===== src/rtl/life_pkg.sv =====
// life_pkg: shared types and constants for the Game-of-Life cell
package life_pkg;
  typedef enum logic [1:0] {IDLE, EVAL, COMMIT} cell_state_t;
  localparam int NBR_N = 8;
  localparam int CNT_W = 4;
  localparam logic [8:0] BIRTH_DEF = 9'b0_0000_1000;
  localparam logic [8:0] SURVIVE_DEF = 9'b0_0000_1100;
endpackage


===== src/rtl/life_cell_nbr_popcount.sv =====
// nbr_popcount: combinational live-neighbour count of the snapshot
module nbr_popcount
  import life_pkg::*;
(
  input  logic [NBR_N-1:0] bits,
  output logic [CNT_W-1:0] count
);
  // sum the eight neighbour bits
  always_comb begin
    count = '0;
    for (int i = 0; i < NBR_N; i++) count = count + CNT_W'(bits[i]);
  end
endmodule


===== src/rtl/life_cell.sv =====
// life_cell: Game-of-Life cell with lockstep step, serial load and age/status reporting
module life_cell
  import life_pkg::*;
#(
  parameter logic [8:0] BIRTH_MASK = BIRTH_DEF,
  parameter logic [8:0] SURVIVE_MASK = SURVIVE_DEF,
  parameter int AGE_W = 8,
  parameter logic INIT_ALIVE = 1'b0
) (
  input  logic             clk,
  input  logic             reset_n,
  input  logic             l,
  input  logic             la,
  input  logic             a,
  input  logic             ra,
  input  logic             r,
  input  logic             rb,
  input  logic             b,
  input  logic             lb,
  input  logic             step,
  input  logic             load_en,
  input  logic             load_in,
  output logic             alive,
  output logic             scan_out,
  output logic [CNT_W-1:0] nbr_count,
  output logic [AGE_W-1:0] age,
  output logic             changed,
  output logic             busy,
  output logic             done
);
  cell_state_t state, state_n;
  logic [NBR_N-1:0] snap;
  logic [CNT_W-1:0] cnt;
  logic next_q, do_load, do_snap, do_eval, do_commit;
  nbr_popcount u_pop (.bits(snap), .count(cnt));
  assign scan_out = alive;
  // state register
  always_ff @(posedge clk or negedge reset_n)
    if (!reset_n) state <= IDLE;
    else state <= state_n;
  // next state: a load in the same idle cycle swallows the step
  always_comb
    state_n = state == IDLE ? (step && !load_en ? EVAL : IDLE) : state == EVAL ? COMMIT : IDLE;
  // per-state actions decoded from the current state
  always_comb begin
    do_load = state == IDLE && load_en;
    do_snap = state == IDLE && step && !load_en;
    do_eval = state == EVAL;
    do_commit = state == COMMIT;
  end
  // datapath: snapshot on the step edge, rule lookup in EVAL, lockstep commit
  always_ff @(posedge clk or negedge reset_n)
    if (!reset_n) begin
      alive <= INIT_ALIVE;
      nbr_count <= '0;
      age <= '0;
      changed <= 1'b0;
      busy <= 1'b0;
      done <= 1'b0;
      snap <= '0;
      next_q <= 1'b0;
    end else begin
      busy <= state_n != IDLE;
      done <= do_commit;
      if (do_snap) snap <= {l, la, a, ra, r, rb, b, lb};
      if (do_load) begin
        alive <= load_in;
        age <= '0;
        changed <= 1'b0;
      end
      if (do_eval) begin
        nbr_count <= cnt;
        next_q <= alive ? SURVIVE_MASK[cnt] : BIRTH_MASK[cnt];
      end
      if (do_commit) begin
        alive <= next_q;
        changed <= next_q != alive;
        age <= alive && next_q ? (&age ? age : age + 1'b1) : '0;
      end
    end
endmodule

===== config.mk =====
export PLATFORM = sky130hd
export DESIGN_NAME = life_cell
export DESIGN_NICKNAME = d
export VERILOG_FILES = /design/src/rtl/life_pkg.sv /design/src/rtl/life_cell_nbr_popcount.sv /design/src/rtl/life_cell.sv
export SDC_FILE = /design/constraint.sdc
export NUM_CORES = 1
export LEC_CHECK = 0
export CAP_MARGIN = 20
export CORE_MARGIN = 4
export CORE_UTILIZATION = 53
export CTS_CLUSTER_SIZE = 14
export DETAILED_ROUTE_END_ITERATION = 6
export GPL_TIMING_DRIVEN = 0
export PLACE_DENSITY_LB_ADDON = 0.12
export SETUP_SLACK_MARGIN = 0.4
export SYNTH_ARGS = -nofsm -noshare
export SYNTH_HDL_FRONTEND = slang
export SYNTH_SLANG_ARGS = --single-unit

===== constraint.sdc =====
create_clock -name clk -period 6 [get_ports clk]
set_input_delay 0.9 -clock clk [delete_from_list [all_inputs] [get_ports clk]]
set_output_delay 0.9 -clock clk [all_outputs]
set_load 0.01 [all_outputs]

Figure 1. Placed cells, one colour a class.
Scale bar: 20 µm. Fill, decap, tap and diode cells in grey.
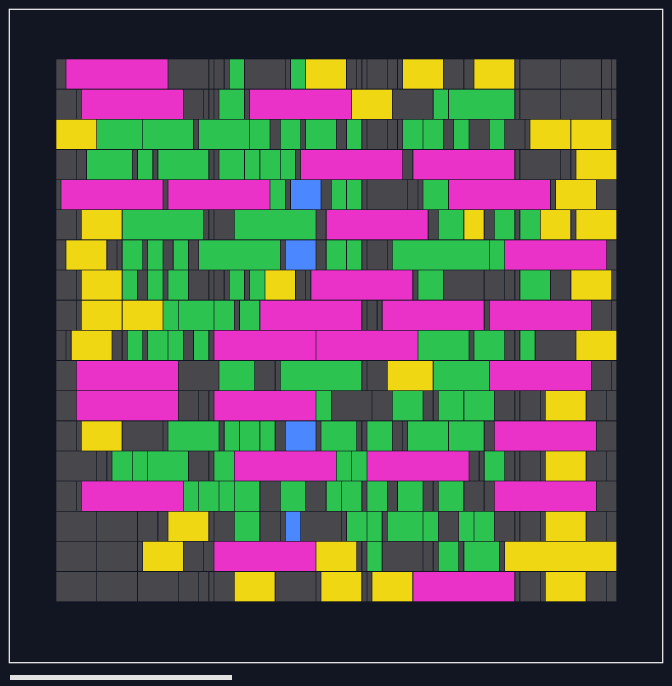
Magenta marks flip-flops, cells 27, share of their area 39%. Yellow marks other buffers and delay cells, cells 34, share of their area 20%. Green marks all other logic, cells 100, share of their area 39%. Blue marks clock drivers and dummy loads, cells 4, share of their area 1.5%.

Figure 2. Cell placement.
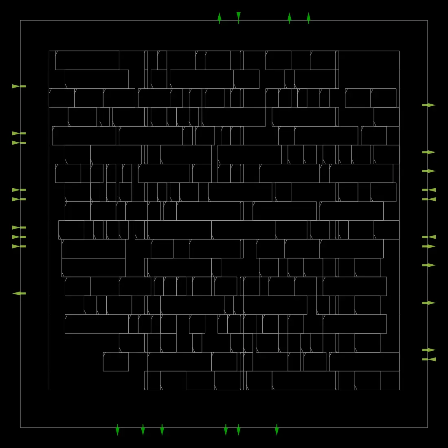
proportion of cell area occupied by registers: 38.60%
FP Rows: 18
Cell Count, Final, Fillers Out: 195
post-layout util: 70.66%
number of tapcells: 30

Figure 3. Power grid.
Pins as bars on the die edge. Tap cells in grey.
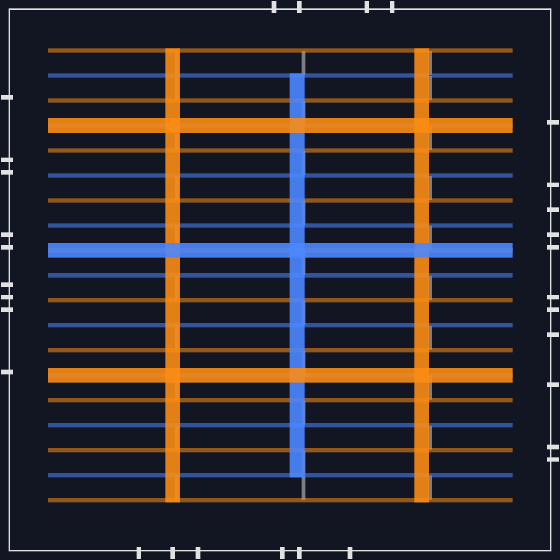
Blue marks VDD. Orange marks VSS.
3 straps on met4. 3 straps on met5. 30 tap cells. 30 signal pins sit on the boundary.
worst vdd ir: 0.2824 mV
Placeable Area: 2477 µm²

Figure 4. Met2 routing.
Scale bar: 20 µm.
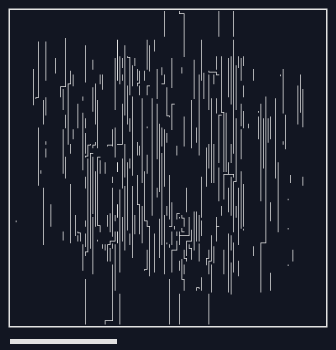
The layer carries 1400 µm of wire. The longest straight run is 27.2 µm.
met2 GRT Util: 30.76%
final WL: 2780 µm
via count: 1087

Figure 5. Clock wires, drivers and flops.
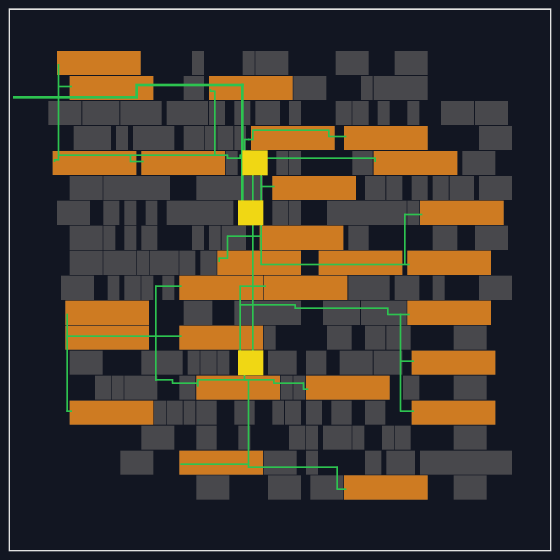
Green marks clock wires, length 309 µm. Orange marks flip-flops, count 27. Yellow marks cells driving clock nets, count 3.
There are 4 routed clock nets.

==> results.py <==
# Physical implementation metrics
metrics = {
    "timing": {
        "drv_slew": 0,
        "post-route-period-util_pct": 52.34,
        "setup_tns_ns": 0,
        "relSlewSlack_pct": 62.08,
        "finalHoldViolCount": 0,
        "hold_ws_ns": 0.4952,
        "fmax_ghz": 0.3184,
        "finalSetupViolCount": 0,
        "finClkSkew_ns": 0.006194,
        "worstMarginPinSlew_ns": 0.5670,
        "post-route-min-period_ns": 3.140,
        "grt_setup_unrepaired": "no",
    },
    "synth": {
        "numSynthFlops": 27,
        "syn_inst": 131,
        "yosysCellCount": 131,
        "top_cells_by_count": "dfrtp_1, nand2_1, inv_1, o21ai_0, a21oi_1",
        "top_area_cell": "dfrtp_1",
        "syn_area_um2": 1369,
        "ys_sh_xor_pct": 0.6399,
        "yosys-top-cells-area": "dfrtp_1, fa_1, nand2_1",
        "top_logic_kind": "simple AND/OR/NAND/NOR gates",
        "syn_area_per_cell_um2": 10.45,
        "yosysWarnings": 0,
        "synthAoiAreaFrac_pct": 14.63,
        "edf_count": 0,
        "top_area_share_pct": 49.36,
        "ys_sh_adder_pct": 10.42,
        "most_common_cell": "dfrtp_1",
        "ys_sh_simple_pct": 17.18,
        "synth_seq_share_pct": 49.36,
        "floorplan.nets": 153,
        "yosysUniqueCellTypes": 36,
        "synthMuxAreaShare_pct": 1.645,
        "synthArstFlopShare_pct": 100.0,
        "yosysChipArea_um2": 1369,
        "synthFlopType": "dfrtp_1",
    },
    "setup_path": {
        "crit_family": "adder cells",
        "critPathKind": "flop to flop",
        "crit_chain": "ha_1 -> inv_1 -> fa_1 -> fa_1 -> fa_1 -> fa_1 -> nor2b_1 -> a21oi_1 -> o41ai_2",
        "arrival_ns": 3.36,
        "rr_worst_depth": 9,
        "reg2reg_to": "next_q",
        "crit_buf_inv": 1,
        "cp_common_cell": "fa_1",
        "cp-start-kind": "flop",
        "slowest_delay_ns": 0.49,
        "rrSetupSlack_ns": 2.86,
        "reg2reg_from": "snap[0]",
        "endpoint_kind": "flop",
        "endpoint": "next_q",
        "crit_cells": 9,
        "required_ns": 6.22,
        "crit_slowest_cell": "fa_1",
        "worst-path-max-fanout": 2,
        "critPathLaunch": "snap[0]",
    },
    "cts": {
        "post_cts_buffers": 0,
        "cts_max_level": 1,
        "cts_tree": "done",
        "clock_latency_ns": 0.32,
        "root_buffer": "clkbuf_4",
        "post_cts_resized": 0,
        "clk_pin_slew_ns": 0.14,
        "cts.path.max_buffers": 2,
        "cts_hold_buf": 0,
        "cts_made_buffers": 3,
        "clock-sinks": 27,
    },
    "power": {
        "p_seq_share_pct": 43.2,
        "pwr-share-comb_pct": 42.3,
        "netSwitchingFraction_pct": 34.67,
        "seq-power_w": 0.000233,
        "power_leader": "sequential cells",
        "p_clk_share_pct": 14.5,
        "internal_power_w": 0.0003520,
        "pg_clk_w": 0.0000781,
        "p_leak_nw": 0.7928,
        "p_sw_w": 0.0001868,
        "comb_power_w": 0.000228,
        "pwr_density_cell_nw_per_um2": 307.8,
    },
    "die": {
        "die.size.y_um": 58.82,
        "fp_util_pct": 55.25,
        "die_w_um": 58.82,
        "dieArea_um2": 3460,
        "ios": 30,
    },
    "grt": {
        "grt.total_usage_pct": 17.41,
        "grt_pass1_wl_um": 4574,
        "grt_pass1_vias": 1060,
        "antenna_found_initial": 0,
        "grt_max_degree": 18,
        "gr-total-overflow": 0,
    },
    "final_layout": {
        "drive_gt1_share_pct": 8.485,
        "layout.nets": 188,
        "n_antenna_cell": 0,
        "syn2layout_area_growth_pct": 27.88,
    },
    "detailed_routing": {
        "ant_nets": 0,
        "vias_per_cell": 5.574,
        "drtIter0Drc": 47,
        "drc": 0,
        "routedWlPerCell_um": 14.26,
        "first_pass_iters": 4,
    },
    "placement": {
        "port_buffers": 29,
        "dp_hpwl_um": 2216,
        "globalplace.congestion": 0.8204,
    },
    "flow_run": {
        "tool_warnings": 26,
        "drv_cap": 0,
    },
    "min_path": {
        "hold_end": "nbr_count[1]",
        "min_path_cells": 2,
        "min_from": "nbr_count[1]",
        "hold_path_class": "flop to flop",
    },
    "status": {
        "status": "finished, final reports clean",
    },
}
[worst register-to-register path, stage by stage, from the launching register on]
cell and delay, ns:
dfrtp_1 0.40, ha_1 0.27, inv_1 0.04, fa_1 0.49, fa_1 0.44, fa_1 0.42
fa_1 0.39, nor2b_1 0.18, a21oi_1 0.12, o41ai_2 0.28
[per-layer routing]
metal | vias up | wire length (µm) | global-route usage (%)
met5 | - | 0 | 0
li1 | 519 | - | -
met1 | 532 | 1176 | 21.48
met3 | 4 | 169 | 2.193
met4 | 0 | 35 | 6.796
met2 | 32 | 1398 | 30.76
[placed cells by master (no fill, tap or decap), types with 2 or more instances in the layout]
cell             synthesis  final
a21oi_1                  6      6
and2_1                   2      2
and3_1                   2      2
buf_4                    2      2
clkbuf_4                 0      3
clkdlybuf4s50_1          0     29
dfrtp_1                 27     27
fa_1                     4      4
ha_1                     5      5
inv_1                   14     14
mux2_2                   2      2
nand2_1                 19     19
nand3_1                  3      3
nand4_1                  2      2
nor2_1                   5      5
nor2b_1                  3      3
o21ai_0                 13     13
o311ai_1                 2      2
[metrics by stage]
stage	cell area, µm²	total power (W)	std cells	setup WS, ns
3_3_place_gp	1697	0.0004440	190	2.993
2_1_floorplan	1369	0.0003704	131	3.081
5_1_grt	1750	0.0005808	195	2.698
3_5_place_dp	1724	0.0004655	191	2.890
6_report	1750	0.0005388	195	2.860
4_1_cts	1750	0.0005421	195	2.862
[registers in the layout, indices dropped and copies added, names as in the netlist]
name,count
busy,1
snap,8
next_q,1
state,2
changed,1
done,1
age,8
nbr_count,4
alive,1
[area by class of cell]
class                   count  area [µm²]
multi-input cells          86       609.3
fillers                   203       726.9
inverters                  14       52.55
flip-flops and latches     27       675.6
well taps                  30       37.54
clock buffers               4       26.28
repair buffers             30       317.8
plain buffers               4       31.28
No activity file was given, so power comes from the tool's default toggle rates.
